$ cat src/rtl/dir_input_ctrl.sv
// Direction command scheduler: edge-detects four buttons, arbitrates and validates presses
// against the current heading, buffers them in a 2-entry FIFO and applies one per tick.
module dir_input_ctrl #(
  parameter logic [1:0] RESET_DIR = 2'b00
) (
  input  logic       clk,
  input  logic       reset,
  input  logic       btn_up,
  input  logic       btn_down,
  input  logic       btn_left,
  input  logic       btn_right,
  input  logic       tick,
  input  logic       clear,
  output logic [1:0] dir_out,
  output logic [1:0] q_count,
  output logic       reject,
  output logic       drop
);

  localparam logic [1:0] DirRight = 2'b00;
  localparam logic [1:0] DirDown  = 2'b01;
  localparam logic [1:0] DirLeft  = 2'b10;
  localparam logic [1:0] DirUp    = 2'b11;

  // Button order in history/press vectors: {up, down, left, right}
  logic [3:0] btn;
  logic [3:0] prev_q, prev_d;
  logic [3:0] press;

  logic [1:0] dir_q, dir_d;
  logic [1:0] cnt_q, cnt_d;
  logic       hd_q, hd_d;
  logic [1:0] mem_q [2];
  logic [1:0] mem_d [2];
  logic       reject_q, reject_d;
  logic       drop_q, drop_d;

  logic       have_cmd;
  logic [1:0] cmd;
  logic [1:0] ref_dir;
  logic       tail_idx;
  logic       wr_idx;
  logic       valid;
  logic       push;
  logic       pop;

  assign btn   = {btn_up, btn_down, btn_left, btn_right};
  assign press = btn & ~prev_q;

  always_comb begin
    have_cmd = 1'b1;
    cmd      = DirRight;
    if (press[3])      cmd = DirUp;
    else if (press[2]) cmd = DirDown;
    else if (press[1]) cmd = DirLeft;
    else if (press[0]) cmd = DirRight;
    else               have_cmd = 1'b0;
  end

  // Tail is the newest entry: hd for one entry, the other slot for two.
  assign tail_idx = (cnt_q == 2'd2) ? ~hd_q : hd_q;
  assign ref_dir  = (cnt_q != 2'd0) ? mem_q[tail_idx] : dir_q;
  assign valid    = (cmd != ref_dir) && (cmd != (ref_dir ^ 2'b10));
  assign pop      = tick && (cnt_q != 2'd0);
  assign push     = have_cmd && valid && ((cnt_q != 2'd2) || tick);
  // With a full queue the write lands on the head slot, which the same-cycle pop vacates.
  assign wr_idx   = hd_q ^ cnt_q[0];

  always_comb begin
    prev_d   = btn;
    dir_d    = dir_q;
    cnt_d    = cnt_q;
    hd_d     = hd_q;
    mem_d    = mem_q;
    reject_d = 1'b0;
    drop_d   = 1'b0;
    if (clear) begin
      dir_d = RESET_DIR;
      cnt_d = 2'd0;
      hd_d  = 1'b0;
    end else begin
      if (pop) begin
        dir_d = mem_q[hd_q];
        hd_d  = ~hd_q;
      end
      if (push) mem_d[wr_idx] = cmd;
      cnt_d    = cnt_q + {1'b0, push} - {1'b0, pop};
      reject_d = have_cmd && !valid;
      drop_d   = have_cmd && valid && !push;
    end
  end

  always_ff @(posedge clk) begin
    if (reset) begin
      prev_q   <= 4'b0000;
      dir_q    <= RESET_DIR;
      cnt_q    <= 2'd0;
      hd_q     <= 1'b0;
      mem_q[0] <= 2'b00;
      mem_q[1] <= 2'b00;
      reject_q <= 1'b0;
      drop_q   <= 1'b0;
    end else begin
      prev_q   <= prev_d;
      dir_q    <= dir_d;
      cnt_q    <= cnt_d;
      hd_q     <= hd_d;
      mem_q    <= mem_d;
      reject_q <= reject_d;
      drop_q   <= drop_d;
    end
  end

  assign dir_out = dir_q;
  assign q_count = cnt_q;
  assign reject  = reject_q;
  assign drop    = drop_q;

endmodule

$ cat config.mk
export PLATFORM = sky130hd
export DESIGN_NAME = dir_input_ctrl
export DESIGN_NICKNAME = d
export VERILOG_FILES = /design/src/rtl/dir_input_ctrl.sv
export SDC_FILE = /design/constraint.sdc
export NUM_CORES = 1
export LEC_CHECK = 0
export ABC_AREA = 1
export CAP_MARGIN = 20
export CORE_MARGIN = 1
export CORE_UTILIZATION = 53
export DETAILED_ROUTE_END_ITERATION = 8
export PLACE_DENSITY = 0.87
export SYNTH_ARGS = -nofsm -noshare
export SYNTH_HDL_FRONTEND = slang
export SYNTH_SLANG_ARGS = --single-unit
$ cat constraint.sdc
create_clock -name clk -period 3 [get_ports clk]
set_clock_uncertainty 0.15 [all_clocks]
set_input_delay 0.3 -clock clk [delete_from_list [all_inputs] [get_ports clk]]
set_output_delay 0.3 -clock clk [all_outputs]
set_load 0.01 [all_outputs]
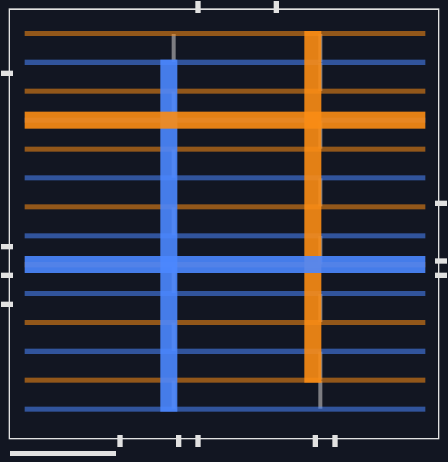
*PDN straps and rails*
Scale bar: 10 um. Pins as bars on the die edge. Tap cells in grey.
[blue] VSS
[orange] VDD
tap cells: 15
rows: 13
met5 straps: 2

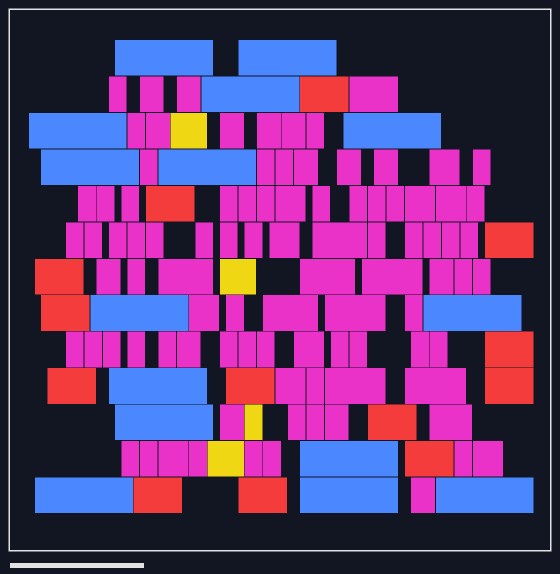
*Cells coloured by class*
Scale bar: 10 um.
[blue] flip-flops | cells: 15 | share of their area: 33%
[yellow] clock drivers and dummy loads | cells: 4 | share of their area: 2.8%
[magenta] all other logic | cells: 92 | share of their area: 50%
[red] other buffers and delay cells | cells: 13 | share of their area: 14%

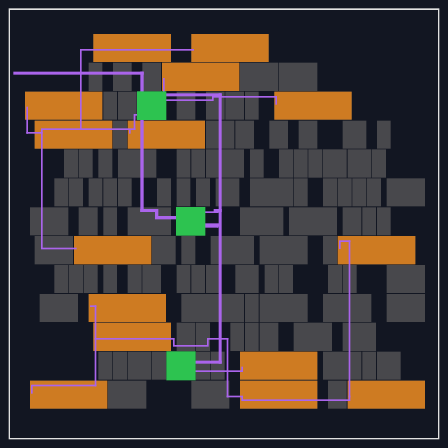
*Clock network drawn from the DEF*
[green] cells driving clock nets | count: 3
[purple] clock wires | length: 210 um
[orange] flip-flops | count: 15
flops lie: spread over the die
routed clock nets: 4

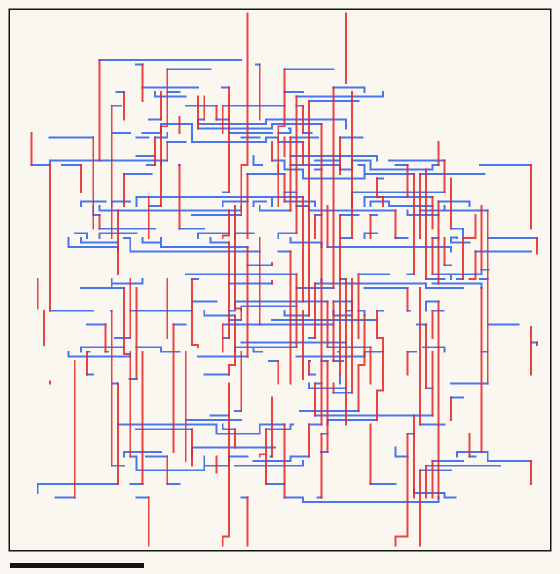
*Wiring by layer*
Scale bar: 10 um. Two of the layers only.
[red] met2 | wire length: 703 um
[blue] met1 | wire length: 640 um

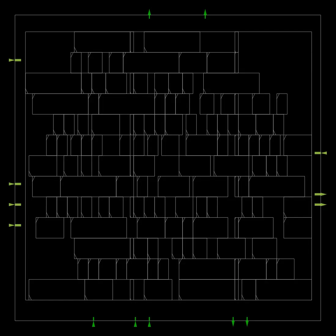
*Cell outlines without signal wires*
final core utilization: 0.7054
Core Region: 1334 um^2
non-filler instance count after layout: 139
sequential cell count: 15

==> flow_summary.yaml <==
# flow metrics
run:
  max_cap_violations: 0
  tool_warnings: 26
cts:
  ctsRootBufferMaster: "clkbuf_4"
  clock.latency.late_pin_ns: 0.29
  post_cts_buffers: 0
  cts_tree: "done"
  cts_buffer_depth: 2
  ctsHoldBuffers: 0
  cts-resized-gates: 0
  cts_max_level: 1
  cts_made_buffers: 3
  clock-sinks: 15
  clk_pin_slew_ns: 0.09
global_routing:
  grt_start_max_net_pins: 10
  grtUsageMet3: 0.05000
  grt_antenna_before_repair: 0
  use_met1: 0.2150
  globalRouteOverflowTotal: 0
  busiest_layer: "met2"
  grt_usage: 0.2104
  grt_pass1_wl_um: 2194
  grt_pass1_vias: 565
  use_met2: 0.3831
setup_path:
  crit_path_start_kind: "flop"
  slowest_stage: "dfxtp_1"
  end_kind: "flop"
  critPathTopFamily: "simple AND/OR/NAND/NOR gates"
  critPathMaxStageDelay_ns: 0.53
  critical_path_class: "flop to flop"
  crit_fanout: 9
  path_buffers: 2
  crit_required_ns: 3.08
  crit_top_cell: "nand2_1"
  worstPathArrival_ns: 2.38
  crit_chain: "nand2_1 -> nand3_1 -> nand2_1 -> inv_2 -> nand2_4 -> nand2_2 -> nand2_2 -> nand2_4 -> nand2_1 -> ha_1 -> inv_1 -> ha_1 -> xnor2_1 -> or2_0 -> a21oi_1"
synth:
  yosysChipArea_um2: 777.0
  syn_nets: 118
  syn_inst: 108
  top_area_cell: "dfxtp_1"
  top_cell: "nor2_1"
  yosys_cells: 108
  syn_area_um2: 777.0
  top_cells_by_area: "dfxtp_1, nor2_1, nand2_1, inv_1, nand2_4"
  synth-main-ff-cell: "dfxtp_1"
  avgSynthCellArea_um2: 7.194
  yosysWarnings: 0
  edf_count: 0
  numSynthFlops: 15
  synth.distinct_cells: 24
  ys_seq_frac: 0.3865
  async_flop_share: 0
  ys_top_cells_by_count: "nor2_1, nand2_1, dfxtp_1, inv_1, a21oi_1"
  top_area_frac: 0.3865
die:
  rows: 13
  chip_area_um2: 1623
  io_pins: 14
  die_y_um: 40.29
  die-width_um: 40.29
  fp_util: 0.5826
pwr:
  p_total_uw: 432.4
  vdd_drop_max_uv: 326.3
  power_density_nw_per_um2: 459.6
  p_leak_nw: 0.4804
sta:
  hold_viol: 0
  period_minus_slack_ns: 2.300
  hold_slack_ns: 0.3672
  rsz0062_at_grt: "no"
  fmax_ghz: 0.4347
  setup_ws_ns: 0.6995
  setup_viol: 0
  period_used_share: 0.7668
  relSlewSlack: 0.7109
  worstMarginPinSlew_ns: 0.4321
  final_max_slew_viol_count: 0
  tns_ns: 0
final_layout:
  drive_above_1_share: 0.1532
  fillCellCount: 121
  final_area_um2: 940.9
  n_antenna_cell: 0
  synthToLayoutAreaGrowth_pct: 21.09
  final_nets: 135
detailed_routing:
  drc: 0
  wl_per_cell_um: 10.24
  drtIter0Drc: 7
  viasPerCell: 4.827
  drt_first_pass_iters: 3
  vias: 671
  ant_nets: 0
  wl_um: 1423
placement:
  preCtsSetupSlack_ns: 0.4176
  placed_cell_area_um2: 914.6
  portBuffers: 13
  dpl.cell_count: 135
  place_congestion: 0.7495
  hpwl_um: 1107
min_path:
  min_path_type: "flop to flop"
run_status:
  outcome: "completed"
-- cells by family (layout without fill, tap and decap cells) --
logic type | after synthesis | count (layout) | share of synthesized area
buf+inv | 22 | 38 | 0.1208
fa+ha+maj | 2 | 2 | 0.03220
simple gates | 57 | 57 | 0.3784
flops | 15 | 15 | 0.3865
compound gates | 11 | 11 | 0.07085
xor+xnor | 1 | 1 | 0.01127
-- layer usage --
layer  wire (um)  up-vias
met3          42        5
li1            -      361
met2         703       10
met4          38        0
met1         640      295
met5           0        -
-- layout make-up --
cell class                      count  area, um^2  area share
Clock buffer                        4       26.28     0.02793
Inverter                           21       82.58     0.08777
Multi-Input combinational cell     71       382.9      0.4069
Sequential cell                    15       300.3      0.3191
Tap cell                           15       18.77     0.01995
Timing Repair Buffer               13       130.1      0.1383
-- tightest hold or removal path, delay by kind of cell (launching register included) --
kind,cells,cell delay [ns]
flops,1,0.32
buf+inv,1,0.05
simple gates,3,0.12
-- cells in the final DEF (no fill, tap or decap), types with 2 or more instances in the layout --
cell	instances
clkbuf_4	3
or2_1	3
nand2_4	3
nand2_1	17
a21oi_1	6
dfxtp_1	15
nand4_2	2
o21ai_1	4
nand3_1	2
clkdlybuf4s50_1	13
inv_1	15
ha_1	2
nand2_2	4
nor2_1	21
inv_2	3
-- power breakdown --
group / internal, mW / switching [mW]
Combinational: 0.0416 / 0.0548
Sequential: 0.211 / 0.00689
Clock: 0.0518 / 0.0667
-- sequential cells by signal (all words and copies together), names as in the netlist --
signal	count
prev_q	4
dir_out	2
reject	1
q_count	2
drop	1
hd_q	1
mem_q	4
-- final timing paths --
path | cells past startpoint | start | slack (ns) | to
worst max-delay path | 15 | hd_q | 0.70 | q_count[1]
worst min-delay path | 4 | mem_q[1] | 0.37 | mem_q[1]
worst max register to register | 15 | hd_q | 0.70 | q_count[1]
worst min register to register | 4 | mem_q[1] | 0.37 | mem_q[1]
Power is estimated from default activity; no workload was simulated.
